--- src/rtl/jk_bank_driver_if.sv ---
`default_nettype none
// ----------------------------------------------------------------------------
// jk_bank_driver_if : target handshake and JK flop-bank signals
// Rev 1.0
// ----------------------------------------------------------------------------
interface jk_bank_driver_if #(
  parameter int WIDTH = 4
) ();
  logic             tgt_valid;
  logic             tgt_ready;
  logic [WIDTH-1:0] tgt_data;
  logic [WIDTH-1:0] q_in;
  logic [WIDTH-1:0] j_out;
  logic [WIDTH-1:0] k_out;
  logic             busy;
  logic             done;
  logic             err;

  modport master (
    output tgt_valid, tgt_data, q_in,
    input  tgt_ready, j_out, k_out, busy, done, err
  );

  modport slave (
    input  tgt_valid, tgt_data, q_in,
    output tgt_ready, j_out, k_out, busy, done, err
  );
endinterface
`default_nettype wire

--- src/rtl/jk_bank_driver.sv ---
`default_nettype none
// ----------------------------------------------------------------------------
// jk_bank_driver : drives a JK flop bank to a requested value, checks, retries
// Optional macro JK_TOGGLE_EN: toggle (J=K=1) mismatching bits instead of set/reset
// Rev 1.0
// ----------------------------------------------------------------------------
module jk_bank_driver #(
  parameter int WIDTH     = 4,
  parameter int MAX_RETRY = 2
) (
  input wire logic          clk,
  input wire logic          rst,
  jk_bank_driver_if.slave   bus
);

  localparam int CNT_W = (MAX_RETRY > 0) ? $clog2(MAX_RETRY + 1) : 1;
  localparam logic [CNT_W-1:0] c_max_retry = CNT_W'(MAX_RETRY);

  typedef enum logic [1:0] {
    ST_IDLE  = 2'd0,
    ST_DRIVE = 2'd1,
    ST_CHECK = 2'd2
  } state_t;

  state_t             state_q, state_d;
  logic [WIDTH-1:0]   target_q, target_d;
  logic [CNT_W-1:0]   retry_q, retry_d;
  logic               done_q, done_d;
  logic               err_q, err_d;
  logic [WIDTH-1:0]   j_drive;
  logic [WIDTH-1:0]   k_drive;

  always_comb begin
    state_d  = state_q;
    target_d = target_q;
    retry_d  = retry_q;
    done_d   = 1'b0;
    err_d    = 1'b0;
    case (state_q)
      ST_IDLE: begin
        if (bus.tgt_valid) begin
          target_d = bus.tgt_data;
          retry_d  = '0;
          state_d  = ST_DRIVE;
        end
      end
      ST_DRIVE: state_d = ST_CHECK;
      ST_CHECK: begin
        if (bus.q_in == target_q) begin
          done_d  = 1'b1;
          state_d = ST_IDLE;
        end else if (retry_q < c_max_retry) begin
          retry_d = retry_q + CNT_W'(1);
          state_d = ST_DRIVE;
        end else begin
          err_d   = 1'b1;
          state_d = ST_IDLE;
        end
      end
      default: state_d = ST_IDLE;
    endcase
  end

  // Reset dominates, so a mid-operation abort never leaves a done/err pulse.
  always_ff @(posedge clk) begin
    if (rst) begin
      state_q  <= ST_IDLE;
      target_q <= '0;
      retry_q  <= '0;
      done_q   <= 1'b0;
      err_q    <= 1'b0;
    end else begin
      state_q  <= state_d;
      target_q <= target_d;
      retry_q  <= retry_d;
      done_q   <= done_d;
      err_q    <= err_d;
    end
  end

  // Excitation is combinational from the live bank value during DRIVE only.
  always_comb begin
    j_drive = '0;
    k_drive = '0;
    if (state_q == ST_DRIVE) begin
`ifdef JK_TOGGLE_EN
      j_drive = bus.q_in ^ target_q;
      k_drive = bus.q_in ^ target_q;
`else
      j_drive = ~bus.q_in & target_q;
      k_drive = bus.q_in & ~target_q;
`endif
    end
  end

  assign bus.tgt_ready = (state_q == ST_IDLE) && !rst;
  assign bus.busy      = (state_q != ST_IDLE);
  assign bus.done      = done_q;
  assign bus.err       = err_q;
  assign bus.j_out     = j_drive;
  assign bus.k_out     = k_drive;

endmodule
`default_nettype wire

--- src/flat_wrapper.sv ---
// flat-port wrapper written by rule: the top's interface ports become plain ports
module jk_bank_driver_flat 
#(
  parameter int WIDTH     = 4,
  parameter int MAX_RETRY = 2
)
  (clk, rst, bus_tgt_valid, bus_tgt_data, bus_q_in, bus_tgt_ready, bus_j_out, bus_k_out, bus_busy, bus_done, bus_err);
  jk_bank_driver_if #(.WIDTH(WIDTH)) bus_i ();
  input wire logic clk;
  input wire logic rst;
  input wire logic [$bits(bus_i.tgt_valid)-1:0] bus_tgt_valid;
  input wire logic [$bits(bus_i.tgt_data)-1:0] bus_tgt_data;
  input wire logic [$bits(bus_i.q_in)-1:0] bus_q_in;
  output wire logic [$bits(bus_i.tgt_ready)-1:0] bus_tgt_ready;
  output wire logic [$bits(bus_i.j_out)-1:0] bus_j_out;
  output wire logic [$bits(bus_i.k_out)-1:0] bus_k_out;
  output wire logic [$bits(bus_i.busy)-1:0] bus_busy;
  output wire logic [$bits(bus_i.done)-1:0] bus_done;
  output wire logic [$bits(bus_i.err)-1:0] bus_err;
  assign bus_i.tgt_valid = bus_tgt_valid;
  assign bus_i.tgt_data = bus_tgt_data;
  assign bus_i.q_in = bus_q_in;
  assign bus_tgt_ready = bus_i.tgt_ready;
  assign bus_j_out = bus_i.j_out;
  assign bus_k_out = bus_i.k_out;
  assign bus_busy = bus_i.busy;
  assign bus_done = bus_i.done;
  assign bus_err = bus_i.err;
  jk_bank_driver #(.WIDTH(WIDTH), .MAX_RETRY(MAX_RETRY)) u_core (.clk(clk), .rst(rst), .bus(bus_i));
endmodule
--- config.mk ---
export PLATFORM = sky130hd
export DESIGN_NAME = jk_bank_driver_flat
export DESIGN_NICKNAME = d
export VERILOG_FILES = /design/src/rtl/jk_bank_driver_if.sv /design/src/rtl/jk_bank_driver.sv /design/src/flat_wrapper.sv
export SDC_FILE = /design/constraint.sdc
export NUM_CORES = 1
export LEC_CHECK = 0
export ABC_AREA = 1
export CAP_MARGIN = 20
export CORE_MARGIN = 2
export CORE_UTILIZATION = 41
export DETAILED_ROUTE_END_ITERATION = 7
export GPL_ROUTABILITY_DRIVEN = 0
export PLACE_DENSITY = 0.76
export SLEW_MARGIN = 10
export SYNTH_ARGS = -nofsm -noshare
export SYNTH_HDL_FRONTEND = slang
export SYNTH_SLANG_ARGS = --single-unit
--- constraint.sdc ---
create_clock -name clk -period 1.55 [get_ports clk]
set_input_delay 0.465 -clock clk [delete_from_list [all_inputs] [get_ports clk]]
set_output_delay 0.465 -clock clk [all_outputs]
set_load 0.02 [all_outputs]
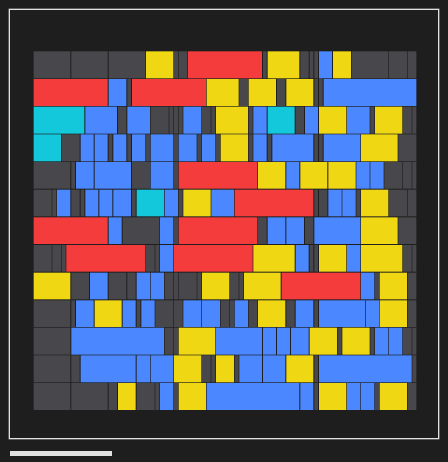
Fig. 1. Cells coloured by class (run 1).
The bar under the picture is 10 microns long. Fill, decap, tap and diode cells in grey.
- yellow: remaining buffers and delay cells (cells 37)
- cyan: clock drivers and dummy loads (cells 4)
- red: sequential cells (cells 10)
- blue: combinational and other logic (cells 72)
flop share of the area: 20.5%
area of the core: 1330 sq um
row cnt: 13

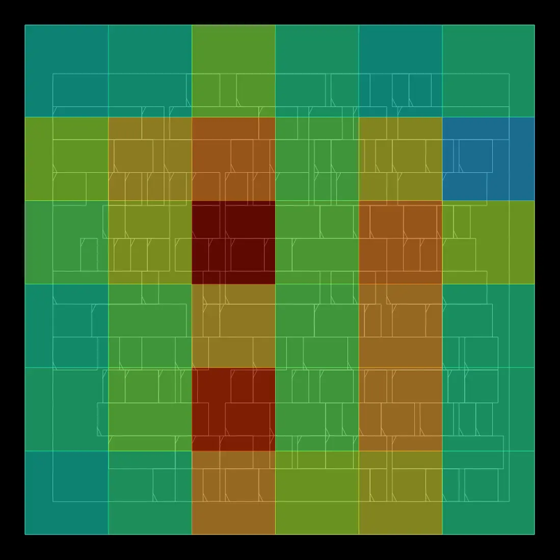
Fig. 2. Track usage over the die (run 1).
Avg WL per Cell: 9.83 microns
final core occ: 75.8%
met2 usage: 35.3%

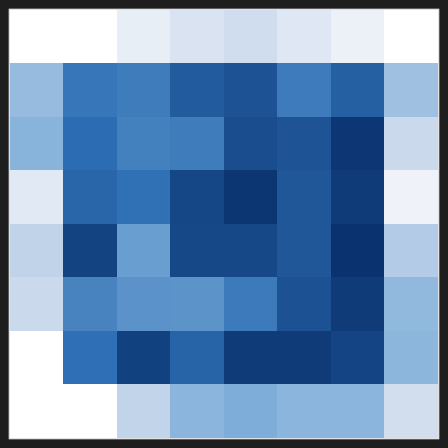
Fig. 3. Cell density map (run 1).
The die is cut into 8 by 8 equal tiles; white is low, dark blue is high, 0 to 100% covered.
- mean over tiles: 56%
- fullest tile: 99%
- nearly empty tiles: 9.4%
- densest ninth of the die: centre

## run 1: power by group
part           leakage [nW]  internal [mW]  switching, mW
sequential           0.0840          0.276         0.0102
combinational         0.409          0.108          0.113
clock                0.0210          0.143         0.0920
total                 0.514          0.527          0.215
## run 1: state kept, by name (all words and copies together), names as in the netlist
signal and count:
u_core.target_q 4, u_core.retry_q 2, u_core.state_q 2, u_core.bus.done 1, u_core.bus.err 1
## run 1: metrics by stage
stage	cell area [sq um]	hold WS [ns]	power [mW]	utilization (%)	setup WS [ns]
floorplan	596	0.451	0.385	-	0.130
global placement	906	0.501	0.476	67.9	-0.732
detailed placement	906	0.517	0.483	67.9	-0.790
CTS	930	0.526	0.721	69.7	-0.0618
global route	1010	0.542	0.783	75.8	-0.0233
finish	1010	0.520	0.742	75.8	0.0276
==> CHANGELOG.md, run 1 <==
### Physical design

- Final period utilization: between 90% and 100%
- Yosys cell count: 83
- Top cells, area: dfxtp_1 (34%), ha_1 (17%), inv_1 (13%), nor2_1 (6.9%), nand2_1 (6.3%)
- WL met3: about 80 microns
- Top Layout Cells: buf_4 (24), inv_1 (12), inv_2 (11)
- Critical Path AT: approximately 1.1 ns
- Wirelength, routed: between 1000 and 1500 microns
- Comb gates: 49
- Most frequent CP cell: inv_2
- Post-CTS Resized: about 80
- Final Critical Period: around 1.5 ns
- Starting DRC count in detailed routing: 8
- Hpwl dp: a little under 1000 microns
- Commonest flop: dfxtp_1
- Congestion Overflow GR: 0
- Max Slew Vio Count: 0
- Outcome: completed
- Met2 wire len: 690 microns
- DR top layer: met4
- IO Count: 23
- Initial antenna violation count: 0
- Flip-flops with a built-in enable: 0
- Share of cells above drive strength 1: between 50% and 60%
- Cell taking the most area after synthesis: dfxtp_1
- Final Hold Viols: 0
- Final clock skew: between 0.007 and 0.008 ns
- First-pass GRT wire length: 2300 microns
- Vias in the first global route: a little under 600
- Crit. End Element: primary output
- Post-CTS Setup Repair Bufs: 1
- R2r setup slk: approximately 0.31 ns
- GR Layer Usage met3: about 6.5%
- Area of the die: 1770 sq um
- Clk ins delay skew pair: approximately 0.27 ns
- Invs w/o clock: 23
- RR Endpoint: u_core.retry_q[0]
- TritonRoute pass-1 iters: 4
- Max-cap viol count: 0
- Net count after synthesis: between 100 and 150
- R2R depth: 8
- Tool warnings: 32
- WP depth: 5
- Comb area: ~370 sq um
- Yosys top cell area share: roughly 34%
- Hold EP: u_core.retry_q[1]
- Vias per std cell: 4.47
- Largest net degree at the start of global routing: 14
Fig. 4: run 1, nets reached from selected ports
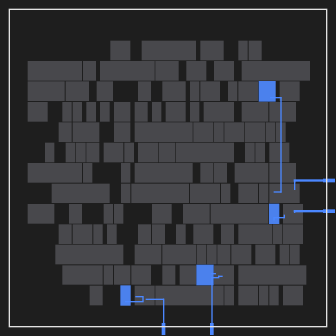

==> run 2: changes to the inputs <==
Settings changed: CELL_PAD_IN_SITES_DETAIL_PLACEMENT set to 1, CELL_PAD_IN_SITES_GLOBAL_PLACEMENT set to 1, CORE_UTILIZATION 41 to 28, PLACE_DENSITY 0.76 to unset, PLACE_DENSITY_LB_ADDON set to 0.1, SLEW_MARGIN 10 to unset.
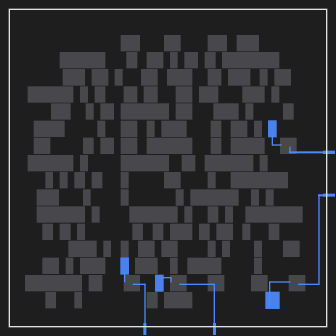
Fig. 5. Nets reached from selected ports (run 2).
- blue: `bus_j_out` (bits 4; direction output; edge 2 south, 2 east; end cells 4; buffers 4; wire 58.4 microns)

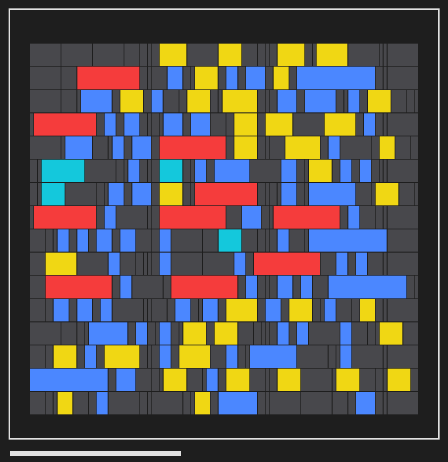
Fig. 6. Cells coloured by class (run 2).
The bar under the picture is 20 microns long. Fill, decap, tap and diode cells in grey.
design area: 1020 sq um
area of the core: 1980 sq um
final core occ: 51.6%
flop share of the area: 20.3%

==> run 2 against run 1 <==
Die area increased by 42%. Largest power group unchanged. Sequential cell count unchanged. Combinational power about the same. Non-clock buffer count decreased by 1. Setup slack got worse by 0.013 ns. Core utilization decreased by 24 points. Synthesized cell count unchanged. Maximum frequency decreased by 0.84%. Sequential share of layout area decreased by 0.23 points.
==> CHANGELOG.md, run 2 <==
### Physical design

- Share of cells above drive strength 1: about 53%
- Met2 usage: 23.0%
- Largest reg by FF count: u_core.target_q
- Clock network fraction of design power: about 31%
- Setup WS pre-CTS: -0.796 ns
- Starting DRC count in detailed routing: 1
- Avg WL per Cell: 10.7 microns
- Area of the die: between 2000 and 3000 sq um
- Max-cap viol count: 0
- Post-CTS Resized: between 70 and 80
- Setup ws final: between 0.01 and 0.015 ns
- Largest power group: sequential cells
- Initial antenna violation count: 0
- Sw Share: 28.7%
- First-pass GRT wire length: 2500 microns
- Hpwl dp: 1160 microns
- Final Hold Viols: 0
- Final clock skew: approximately 0.0045 ns
- Hold EP: u_core.retry_q[1]
- Congestion Overflow GR: 0
- Area after DPL: about 920 sq um
- Int Pwr: approximately 0.52 mW
- Vias in the first global route: roughly 600
- Top flop regs: u_core.target_q: 4 flops, u_core.retry_q: 2 flops, u_core.state_q: 2 flops
- Commonest flop: dfxtp_1
- Vias per std cell: approximately 4.2
- Wirelength, routed: 1600 microns
- Net count after synthesis: a little over 100
- Met2 wire len: a little under 900 microns
- Post-CTS Setup Repair Bufs: 0
- Top Layout Cells: buf_4 (20), inv_1 (13), inv_2 (9)
- Final period utilization: ~99%
- Comb gates: ~50
- Flip-flops with a built-in enable: 0
- DR top layer: met3
- Outcome: completed
- R2r setup slk: 0.28 ns
- Final Critical Period: ~1.5 ns
- Clk. pwr: 0.229 mW
- R2R depth: 8
- TritonRoute pass-1 iters: 2
- Yosys cell count: slightly above 80
- Largest net degree at the start of global routing: 14
- NetSw: around 0.21 mW
## run 2: cell counts after synthesis
No cell type changed its count.
## run 2: cell families (layout without fill, tap and decap cells)
family	Yosys count	after routing	share of synthesized area [%]
AOI/OAI and AO/OA	10	10	9.03
adders and majority gates	8	8	16.8
buffers and inverters	24	63	16.4
DFF	10	10	33.6
and+or+nand+nor	31	31	24.2
## run 2: through the flow
step           hold slack (ns)  util, %
6_report                 0.528     51.6
5_1_grt                  0.565     51.6
4_1_cts                  0.530     46.8
3_5_place_dp             0.519     46.5
3_3_place_gp             0.511     46.5
2_1_floorplan            0.451        -
## run 2: critical path, stage by stage
cell,delay (ns)
buf_2,0.11
inv_1,0.06
ha_1,0.15
inv_1,0.05
nor2_1,0.08
buf_4,0.15
==> run 3: changes to the inputs <==
Settings changed: ABC_CLOCK_PERIOD_IN_PS set to 1550.
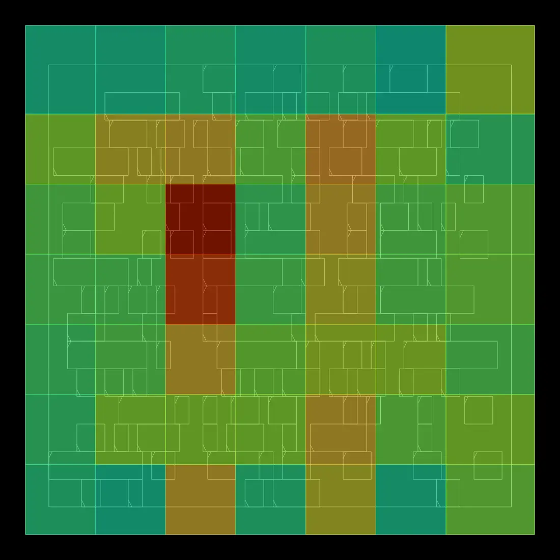
Fig. 7. Track usage over the die (run 3).
met2 usage: 23.0%
GR Layer Usage met3: 4.55%
GRT Max-Usage Layer: met2

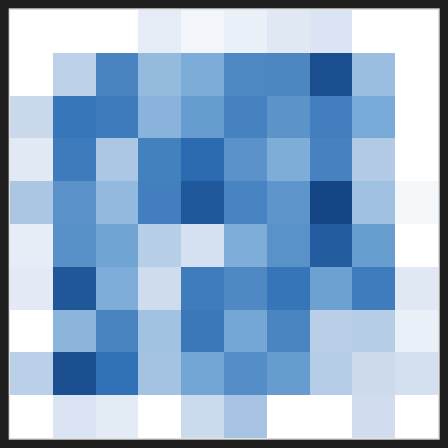
Fig. 8. Cell density map (run 3).
The die is cut into 10 by 10 equal tiles; white is low, dark blue is high, 0 to 100% covered.
initial core utilization: 30.1%

==> run 3 against run 2 <==
Design area stayed put. Highest routed layer unchanged. Critical endpoint unchanged. Global-route usage stayed put. First-iteration DRC count stayed put. Non-clock buffer count stayed put.
==> CHANGELOG.md, run 3 <==
### Physical design

- Yosys cell count: 83
- Post-CTS Setup Repair Bufs: 0
- Area of the core: between 1500 and 2000 sq um
- Required time of the critical path: 1.08 ns
- Invs w/o clock: 23
- Outcome: completed
- Hold slack: 0.528 ns
- Congestion Overflow GR: 0
- First-pass GRT wire length: between 2000 and 2500 microns
- Flip-flops with a built-in enable: 0
- Setup ws final: about 0.015 ns
- Vias per std cell: ~4.2
- Yosys simple share: between 20% and 30%
- TritonRoute pass-1 iters: 2
- Synth mux share: 0%
- Crit. End Element: primary output
- Met2 wire len: roughly 880 microns
- Critical Path AT: roughly 1.1 ns
- Top Layout Cells: buf_4 (20), inv_1 (13), inv_2 (9)
- Worst-path maximum fanout: 2
- Yosys top cell area share: between 30% and 40%
- Setup WS pre-CTS: -0.796 ns
- Row cnt: 16
- Max Slew Vio Count: 0
- Post-CTS Resized: roughly 77
- Wirelength, routed: around 1600 microns
- Starting DRC count in detailed routing: 1
- Final Hold Viols: 0
- Tool warnings: 32
- Top cells, area: dfxtp_1 (34%), ha_1 (17%), inv_1 (13%), nor2_1 (6.9%), nand2_1 (6.3%)
- Hpwl dp: 1160 microns
- Design area: 1020 sq um
- Fillers: about 250
- Flop count: 10
- Final clock skew: 0.00452 ns
- WL met3: about 70 microns
- Area after DPL: between 900 and 1000 sq um
- Avg WL per Cell: ~11 microns
- Power consumption: approximately 0.74 mW
- Final period utilization: about 100%
- Largest reg by FF count: u_core.target_q
- Max FFs per register: 4
- Clock Network Area Fraction: under 10%
- Area of the die: around 2500 sq um
- Max-cap viol count: 0
- Asr flop ratio synth: 0%
- Vias in the first global route: ~600
- Initial antenna violation count: 0
- Top flop regs: u_core.target_q: 4 flops, u_core.retry_q: 2 flops, u_core.state_q: 2 flops
- Net count after synthesis: ~100
- Clk ins delay skew pair: 0.26 ns
- Final Critical Period: 1.54 ns
- Comb area: ~370 sq um
- Final core occ: between 50% and 60%
- Ao+oa area frac: under 10%
- Commonest flop: dfxtp_1
- IO Count: 23
- DR top layer: met3
- Largest net degree at the start of global routing: 14
- Comb gates: slightly below 50
- P per Cell Area: 720 nW/um^2
- Adder Area Share: 16.8%
- Comb area leader: simple AND/OR/NAND/NOR gates
- Cell taking the most area after synthesis: dfxtp_1
## run 3: final timing paths
| check | slack [ns] | to | start |
|---|---|---|---|
| setup / recovery | 0.01 | bus_j_out[0] | bus_q_in[0] |
| hold / removal | 0.53 | u_core.retry_q[1] | u_core.retry_q[1] |
| setup reg to reg | 0.28 | u_core.retry_q[0] | u_core.state_q[0] |
| hold reg to reg | 0.53 | u_core.retry_q[1] | u_core.retry_q[1] |
## run 3: critical path: stages
cell and delay [ns]:
buf_2 0.11, inv_1 0.06, ha_1 0.15, inv_1 0.05, nor2_1 0.08, buf_4 0.15
## run 3: where the power goes
part | switching, mW | internal, mW | total [mW]
combinational | 0.114 | 0.106 | 0.220
sequential | 0.0114 | 0.276 | 0.288
clock | 0.0862 | 0.142 | 0.229
No activity file was given, so power comes from the tool's default toggle rates.
